**src/rtl/uart_pkg.sv**
```systemverilog
// Shared UART definitions: one-hot FSM states (used by transmit and receive
// FSMs), parity method encodings, FIFO level width and bit helpers.
package uart_pkg;

    typedef enum logic [4:0] {
        INTERVAL  = 5'b00001,
        STARTBIT  = 5'b00010,
        DATABITS  = 5'b00100,
        PARITYBIT = 5'b01000,
        STOPBIT   = 5'b10000
    } uart_state_e;

    localparam logic PARITY_EVEN = 1'b0;
    localparam logic PARITY_ODD  = 1'b1;

    localparam int LEVEL_W = 16;

    // Data bit number idx of a frame, honouring the bit order.
    function automatic logic data_bit(input logic [7:0] byte_v,
                                      input logic [2:0] idx,
                                      input logic       big_end);
        return big_end ? byte_v[3'd7 - idx] : byte_v[idx];
    endfunction

    // Parity bit value that makes the count of ones even (or odd).
    function automatic logic parity_bit(input logic [7:0] byte_v,
                                        input logic       method);
        logic p;
        case (method)
            PARITY_EVEN: p = ^byte_v;
            PARITY_ODD:  p = ~(^byte_v);
            default:     p = ^byte_v;
        endcase
        return p;
    endfunction

endpackage

```
**src/rtl/uart_tx_fifo.sv**
```systemverilog
// Transmit byte FIFO: single clock, active-low write/read/clear strobes,
// separate 0..DEPTH level counter, empty/near-full/full flags and a sticky
// overflow flag. Read data is the current head (show-ahead).
module uart_tx_fifo
    import uart_pkg::*;
#(
    parameter int DEPTH    = 128,
    parameter int NEAR_GAP = 8
) (
    input  logic               clk,
    input  logic               rst,
    input  logic [7:0]         i_data,
    input  logic               n_we,
    input  logic               n_re,
    input  logic               n_clr,
    output logic [7:0]         o_data,
    output logic [LEVEL_W-1:0] o_level,
    output logic               o_empty,
    output logic               o_near_full,
    output logic               o_full,
    output logic               o_over
);

    localparam int AW = $clog2(DEPTH);
    localparam logic [LEVEL_W-1:0] FULL_LVL = LEVEL_W'(DEPTH);
    localparam logic [LEVEL_W-1:0] NEAR_LVL = LEVEL_W'(DEPTH - NEAR_GAP);

    logic [7:0]         r_mem [DEPTH];
    logic [AW-1:0]      r_wr_ptr;
    logic [AW-1:0]      r_rd_ptr;
    logic [LEVEL_W-1:0] r_level;
    logic               r_over;
    logic               w_re;
    logic               w_we;

    assign o_empty     = (r_level == '0);
    assign o_full      = (r_level == FULL_LVL);
    assign o_near_full = (r_level >= NEAR_LVL);
    assign o_level     = r_level;
    assign o_over      = r_over;
    assign o_data      = r_mem[r_rd_ptr];

    // A pop never happens on an empty FIFO; a write while full is only
    // accepted when a pop frees the slot in the same clock. Clear wins.
    assign w_re = ~n_re & ~o_empty & n_clr;
    assign w_we = ~n_we & n_clr & (~o_full | w_re);

    // Pointers, level counter and sticky overflow flag.
    always_ff @(posedge clk or negedge rst) begin
        if (!rst) begin
            r_wr_ptr <= '0;
            r_rd_ptr <= '0;
            r_level  <= '0;
            r_over   <= 1'b0;
        end else if (!n_clr) begin
            r_wr_ptr <= '0;
            r_rd_ptr <= '0;
            r_level  <= '0;
            r_over   <= 1'b0;
        end else begin
            if (w_we) r_wr_ptr <= r_wr_ptr + 1'b1;
            if (w_re) r_rd_ptr <= r_rd_ptr + 1'b1;
            if (w_we && !w_re)      r_level <= r_level + 1'b1;
            else if (w_re && !w_we) r_level <= r_level - 1'b1;
            if (!n_we && o_full && !w_re) r_over <= 1'b1;
        end
    end

    // Storage array; contents need no reset.
    always_ff @(posedge clk) begin
        if (w_we) r_mem[r_wr_ptr] <= i_data;
    end

endmodule

```
**src/rtl/uart_tx_core.sv**
```systemverilog
// UART transmit core: byte FIFO plus a one-hot frame FSM that serialises
// start, 8 data bits, optional parity and stop bit on each BaudSig_i pulse.
// Optional macro UART_TX_TWO_STOP_EN adds p_TwoStop_i (two stop periods).
// State_o exposes the FSM state for observation.
// Handshake: n_We_i is a 1-clk active-low strobe accepted unless the FIFO is
// full (with no pop in the same clock) or n_Clr_i is low.
module uart_tx_core
    import uart_pkg::*;
#(
    parameter int DEPTH    = 128,
    parameter int NEAR_GAP = 8
) (
    input  logic               clk,
    input  logic               rst,
    input  logic [7:0]         Data_i,
    input  logic               n_We_i,
    input  logic               n_Clr_i,
    input  logic               p_Enable_i,
    input  logic               p_ParityEnable_i,
    input  logic               p_BigEnd_i,
    input  logic               ParityMethod_i,
    input  logic               BaudSig_i,
`ifdef UART_TX_TWO_STOP_EN
    input  logic               p_TwoStop_i,
`endif
    output logic               p_Empty_o,
    output logic               p_NearFull_o,
    output logic               p_Full_o,
    output logic               p_Over_o,
    output logic [LEVEL_W-1:0] TxFifoLevel_o,
    output logic               p_Busy_o,
    output logic               p_ByteSent_o,
    output logic               Tx_o,
    output uart_state_e        State_o
);

    uart_state_e r_state;
    uart_state_e w_state_nxt;
    logic [7:0]  w_fifo_data;
    logic [7:0]  r_byte;
    logic [2:0]  r_bitcnt;
    logic [2:0]  w_bitcnt_nxt;
    logic        r_par_en;
    logic        r_big_end;
    logic        r_parity;
    logic        r_tx;
    logic        w_tx_nxt;
    logic        r_sent;
    logic        w_sent_nxt;
    logic        w_pop;
    logic        w_extra_stop;

    uart_tx_fifo #(
        .DEPTH    (DEPTH),
        .NEAR_GAP (NEAR_GAP)
    ) u_fifo (
        .clk         (clk),
        .rst         (rst),
        .i_data      (Data_i),
        .n_we        (n_We_i),
        .n_re        (~w_pop),
        .n_clr       (n_Clr_i),
        .o_data      (w_fifo_data),
        .o_level     (TxFifoLevel_o),
        .o_empty     (p_Empty_o),
        .o_near_full (p_NearFull_o),
        .o_full      (p_Full_o),
        .o_over      (p_Over_o)
    );

    assign Tx_o         = r_tx;
    assign p_ByteSent_o = r_sent;
    assign p_Busy_o     = (r_state != INTERVAL);
    assign State_o      = r_state;

`ifdef UART_TX_TWO_STOP_EN
    logic r_two_stop;
    logic r_stop_second;

    // Two-stop option latched at pop; second-period marker inside STOPBIT.
    always_ff @(posedge clk or negedge rst) begin
        if (!rst) begin
            r_two_stop    <= 1'b0;
            r_stop_second <= 1'b0;
        end else begin
            if (w_pop) r_two_stop <= p_TwoStop_i;
            if (BaudSig_i && r_state == STOPBIT) r_stop_second <= w_extra_stop;
        end
    end

    assign w_extra_stop = r_two_stop & ~r_stop_second;
`else
    assign w_extra_stop = 1'b0;
`endif

    // FSM state register.
    always_ff @(posedge clk or negedge rst) begin
        if (!rst) r_state <= INTERVAL;
        else      r_state <= w_state_nxt;
    end

    // Next state, line value, bit counter, pop and byte-sent decisions.
    always_comb begin
        w_state_nxt  = r_state;
        w_tx_nxt     = r_tx;
        w_bitcnt_nxt = r_bitcnt;
        w_sent_nxt   = 1'b0;
        w_pop        = 1'b0;
        if (BaudSig_i) begin
            unique case (r_state)
                INTERVAL: begin
                    if (p_Enable_i && !p_Empty_o) begin
                        w_pop       = 1'b1;
                        w_tx_nxt    = 1'b0;
                        w_state_nxt = STARTBIT;
                    end
                end
                STARTBIT: begin
                    w_tx_nxt     = data_bit(r_byte, 3'd0, r_big_end);
                    w_bitcnt_nxt = 3'd0;
                    w_state_nxt  = DATABITS;
                end
                DATABITS: begin
                    if (r_bitcnt == 3'd7) begin
                        if (r_par_en) begin
                            w_tx_nxt    = r_parity;
                            w_state_nxt = PARITYBIT;
                        end else begin
                            w_tx_nxt    = 1'b1;
                            w_state_nxt = STOPBIT;
                        end
                    end else begin
                        w_bitcnt_nxt = r_bitcnt + 3'd1;
                        w_tx_nxt     = data_bit(r_byte, r_bitcnt + 3'd1, r_big_end);
                    end
                end
                PARITYBIT: begin
                    w_tx_nxt    = 1'b1;
                    w_state_nxt = STOPBIT;
                end
                STOPBIT: begin
                    w_tx_nxt = 1'b1;
                    if (!w_extra_stop) begin
                        w_sent_nxt = 1'b1;
                        if (p_Enable_i && !p_Empty_o) begin
                            w_pop       = 1'b1;
                            w_tx_nxt    = 1'b0;
                            w_state_nxt = STARTBIT;
                        end else begin
                            w_state_nxt = INTERVAL;
                        end
                    end
                end
                default: begin
                    w_tx_nxt    = 1'b1;
                    w_state_nxt = INTERVAL;
                end
            endcase
        end
    end

    // Registered line, pulse, counter and per-byte latched settings.
    always_ff @(posedge clk or negedge rst) begin
        if (!rst) begin
            r_tx      <= 1'b1;
            r_sent    <= 1'b0;
            r_bitcnt  <= 3'd0;
            r_byte    <= 8'h00;
            r_par_en  <= 1'b0;
            r_big_end <= 1'b0;
            r_parity  <= 1'b0;
        end else begin
            r_tx     <= w_tx_nxt;
            r_sent   <= w_sent_nxt;
            r_bitcnt <= w_bitcnt_nxt;
            if (w_pop) begin
                r_byte    <= w_fifo_data;
                r_par_en  <= p_ParityEnable_i;
                r_big_end <= p_BigEnd_i;
                r_parity  <= parity_bit(w_fifo_data, ParityMethod_i);
            end
        end
    end

endmodule

```
**config.mk**
```make
export PLATFORM = sky130hd
export DESIGN_NAME = uart_tx_core
export DESIGN_NICKNAME = d
export VERILOG_FILES = /design/src/rtl/uart_pkg.sv /design/src/rtl/uart_tx_fifo.sv /design/src/rtl/uart_tx_core.sv
export SDC_FILE = /design/constraint.sdc
export NUM_CORES = 1
export LEC_CHECK = 0
export ABC_CLOCK_PERIOD_IN_PS = 6100
export CORE_MARGIN = 1
export CORE_UTILIZATION = 45
export CTS_BUF_LIST = sky130_fd_sc_hd__clkbuf_8
export DETAILED_ROUTE_END_ITERATION = 12
export HOLD_SLACK_MARGIN = 0.15
export PLACE_DENSITY_LB_ADDON = 0.25
export REMOVE_ABC_BUFFERS = 1
export SYNTH_ARGS = -nofsm -noshare
export SYNTH_HDL_FRONTEND = slang
export SYNTH_HIERARCHICAL = 1
export SYNTH_SLANG_ARGS = --single-unit
```
**constraint.sdc**
```tcl
create_clock -name clk -period 6.1 [get_ports clk]
set_input_delay 0.61 -clock clk [delete_from_list [all_inputs] [get_ports clk]]
set_output_delay 0.61 -clock clk [all_outputs]
set_load 0.02 [all_outputs]
```
pins.png
Pins as bars across the die edge, other pins in gray.
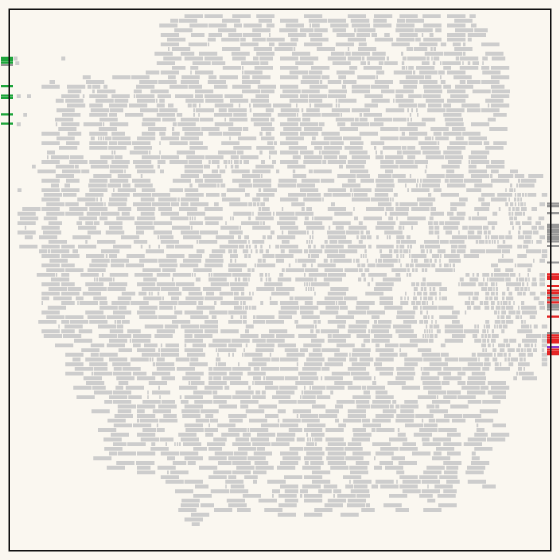
[`TxFifoLevel_o`] red | pins: 16 | direction: output | edge: east
[`Data_i`] green | pins: 8 | direction: input | edge: west
[`rst`] purple | pins: 1 | direction: input | edge: east
all pins by edge: 36 east, 9 west

clock_map.png
Scale bar: 100 µm.
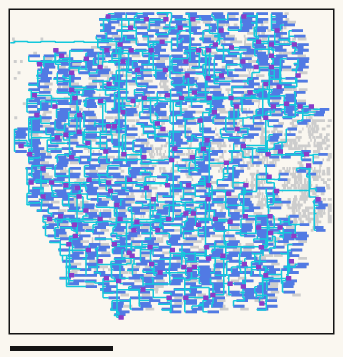
[clock wires] cyan | length: 13000 µm
[cells driving clock nets] purple | count: 171
[flip-flops] blue | count: 1076
routed clock nets: 172
flops lie: all over the die
final setup skew: 0.03329 ns
worst skew pair latency: 0.82 ns
P_clk: 5.81 mW
clock network power share: 0.347

==> impl_metrics.json <==
{
  "warnings": 30,
  "seq_area_um2": 32070,
  "yosysTopAreaCellShare": 0.7099,
  "grt_pass1_wl_mm": 153.6,
  "logic_gate_count": 937,
  "avgSynthCellArea_um2": 20.20,
  "yosys.cell_types.count": 77,
  "synth-edff-count": 1024,
  "logic_area_um2": 10500,
  "finalClockPeriodUsage": 0.8466,
  "final_max_slew_viol_count": 0,
  "ys_cells": 2144,
  "crit_path_end": "u_fifo/o_level[15]",
  "dp_hpwl_mm": 62.70,
  "maxUsedRoutingLayer": "met4",
  "end_kind": "flip-flop",
  "dp_slack_ns": 1.021,
  "power_density_nw_per_um2": 346.0,
  "placement_rows": 113,
  "synthTopCellsByArea": "edfxtp_1 71%, mux4_2 15%, dfrtp_1 2.9%",
  "synth_top_cell_by_count": "edfxtp_1",
  "top_area_cell": "edfxtp_1",
  "synthAoiAreaFrac": 0.02987,
  "die_h_um": 312.3,
  "cp-startpoint": "u_fifo/o_level[12]",
  "swShare": 0.2583,
  "n_all_inverters": 14,
  "top_register": "u_fifo/r_mem",
  "dp_cells": 3391,
  "ys_warn_count": 6,
  "ant_nets": 0,
  "final_cell_area_um2": 48340,
  "common_cells": "1024 x edfxtp_1, 279 x mux4_2, 165 x nor2_1",
  "syn2layout_area_growth_pct": 11.60,
  "final_hold_viol_count": 0,
  "required_ns": 6.85,
  "fin_util": 0.5080,
  "xor_share": 0.006268,
  "place_area_um2": 45120,
  "maxPowerGroup": "registers",
  "outcome": "finished, final reports clean",
  "synth.comb.largest_family": "multiplexers",
  "final_common_cell": "edfxtp_1",
  "p_seq_mw": 8.41,
  "finalSetupViolations": 0,
  "p_leak_nw": 15.03,
  "ys_sh_simple": 0.03778,
  "wl_met1_mm": 43.21,
  "sh_seq_area": 0.6633,
  "synth_top_flop_cell": "edfxtp_1",
  "worstHoldStart": "Data_i[0]",
  "worstSetupPathType": "flip-flop to flip-flop",
  "io_pins": 45,
  "track_usage": 0.2153,
  "r2r-start": "u_fifo/o_level[12]",
  "drive_gt1_frac": 0.2493,
  "routedWlPerCell_um": 27.93,
  "cts_tree": "done",
  "cts_buffers": 171,
  "synth_seq_share": 0.7400,
  "clk_pin_slew_ns": 0.06,
  "num-fill-cells": 7581,
  "grt_max_degree": 105,
  "fin_nets": 2339,
  "cts_max_level": 4,
  "final_cells": 3701,
  "dieArea_um2": 97510,
  "p_comb_frac": 0.150,
  "arrival_ns": 5.91,
  "syn-cell-area_um2": 43320,
  "clkSinkCount": 1076,
  "synthArstFlopShare": 0.04833,
  "cts_setup_buffers": 0,
  "portBuffers": 44,
  "gr-usage-met1": 0.2974,
  "nClkBuffers": 176,
  "drtIter0Drc": 2318,
  "top_area_cell_class": "registers",
  "largest_reg_flops": 1024,
  "grt_busiest_layer": "met2",
  "finalPower_mw": 16.73,
  "start_kind": "flip-flop",
  "adder_share": 0.006239,
  "r2r_end": "u_fifo/o_level[15]",
  "rsz0062_at_grt": "false",
  "diodes": 1,
  "buffers": 101,
  "nWellTaps": 1265,
  "netlist_instances": 2144,
  "ys_area_um2": 43320,
  "grt_pass1_vias": 22760,
  "fin_ws_ns": 0.9356,
  "p_int_mw": 12.41,
  "core_area_um2": 95150,
  "cp.buffers_inverters": 2,
  "mux_share": 0.1623,
  "synth_flops": 1076,
  "path_max_fanout": 19,
  "r2r_slack_ns": 0.94,
  "holdPathStages": 1,
  "powerComb_mw": 2.51,
  "drt-pass1-iter-count": 6,
  "post-route-min-period_ns": 5.164,
  "rr_worst_depth": 16,
  "tns_ns": 0,
  "p_switching_mw": 4.321,
  "worst_pin_slew_ns": 1.156,
  "cts_buffer_depth": 3,
  "fp_util": 0.4552,
  "design.seq.count": 1076,
  "min_to": "u_fifo/r_mem[43][0]",
  "grtUsageMet2": 0.3390,
  "max_cap_viol_count": 0,
  "die_width_um": 312.3,
  "routabilityCongestion": 0.8573,
  "vdd.ir_drop.worst_uv": 200.7,
  "drcViolationCount": 0,
  "whs_ns": 0.2388,
  "path_cells": "nor4_1, nand4_1, nor2_1, nor2_1, nand4_2, buf_4, a311oi_2, buf_4, nand2_1, ha_1, and3_1, a221oi_1, o21bai_1, o41ai_1, mux2i_1, mux2i_1",
  "dr_wl_met3_mm": 7.331,
  "antenna_found_initial": 1,
  "dr_wl_met2_mm": 49.77,
  "final-clk-cell-share": 0.06621,
  "comb-cell-share": 0.2172,
  "slew_headroom": 0.2292,
  "buf_share": 0.01936,
  "p_seq_frac": 0.503,
  "cts_root_buf": "clkbuf_8"
}
met3.png
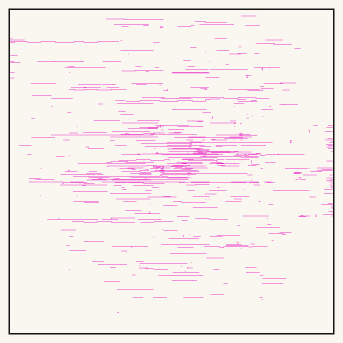
wire length on this layer: 7330 µm
main direction: horizontal
share of all routed wire: 7.1%
nets with wire on the layer: 251
Post-Route WL: 103.4 mm
DR vias: 21920
met3 usage: 0.04599

density.png
31 x 31 tiles, from white (low) to dark blue (high), 0 to 100% covered.
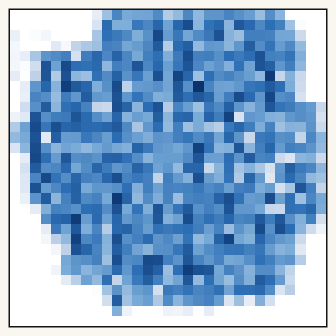
nearly empty tiles: 18%
fullest tile: 99%
mean over tiles: 48%
tiles over 75% full: 18%

Power figures rest on the tool's default switching activity, not on a simulated workload.
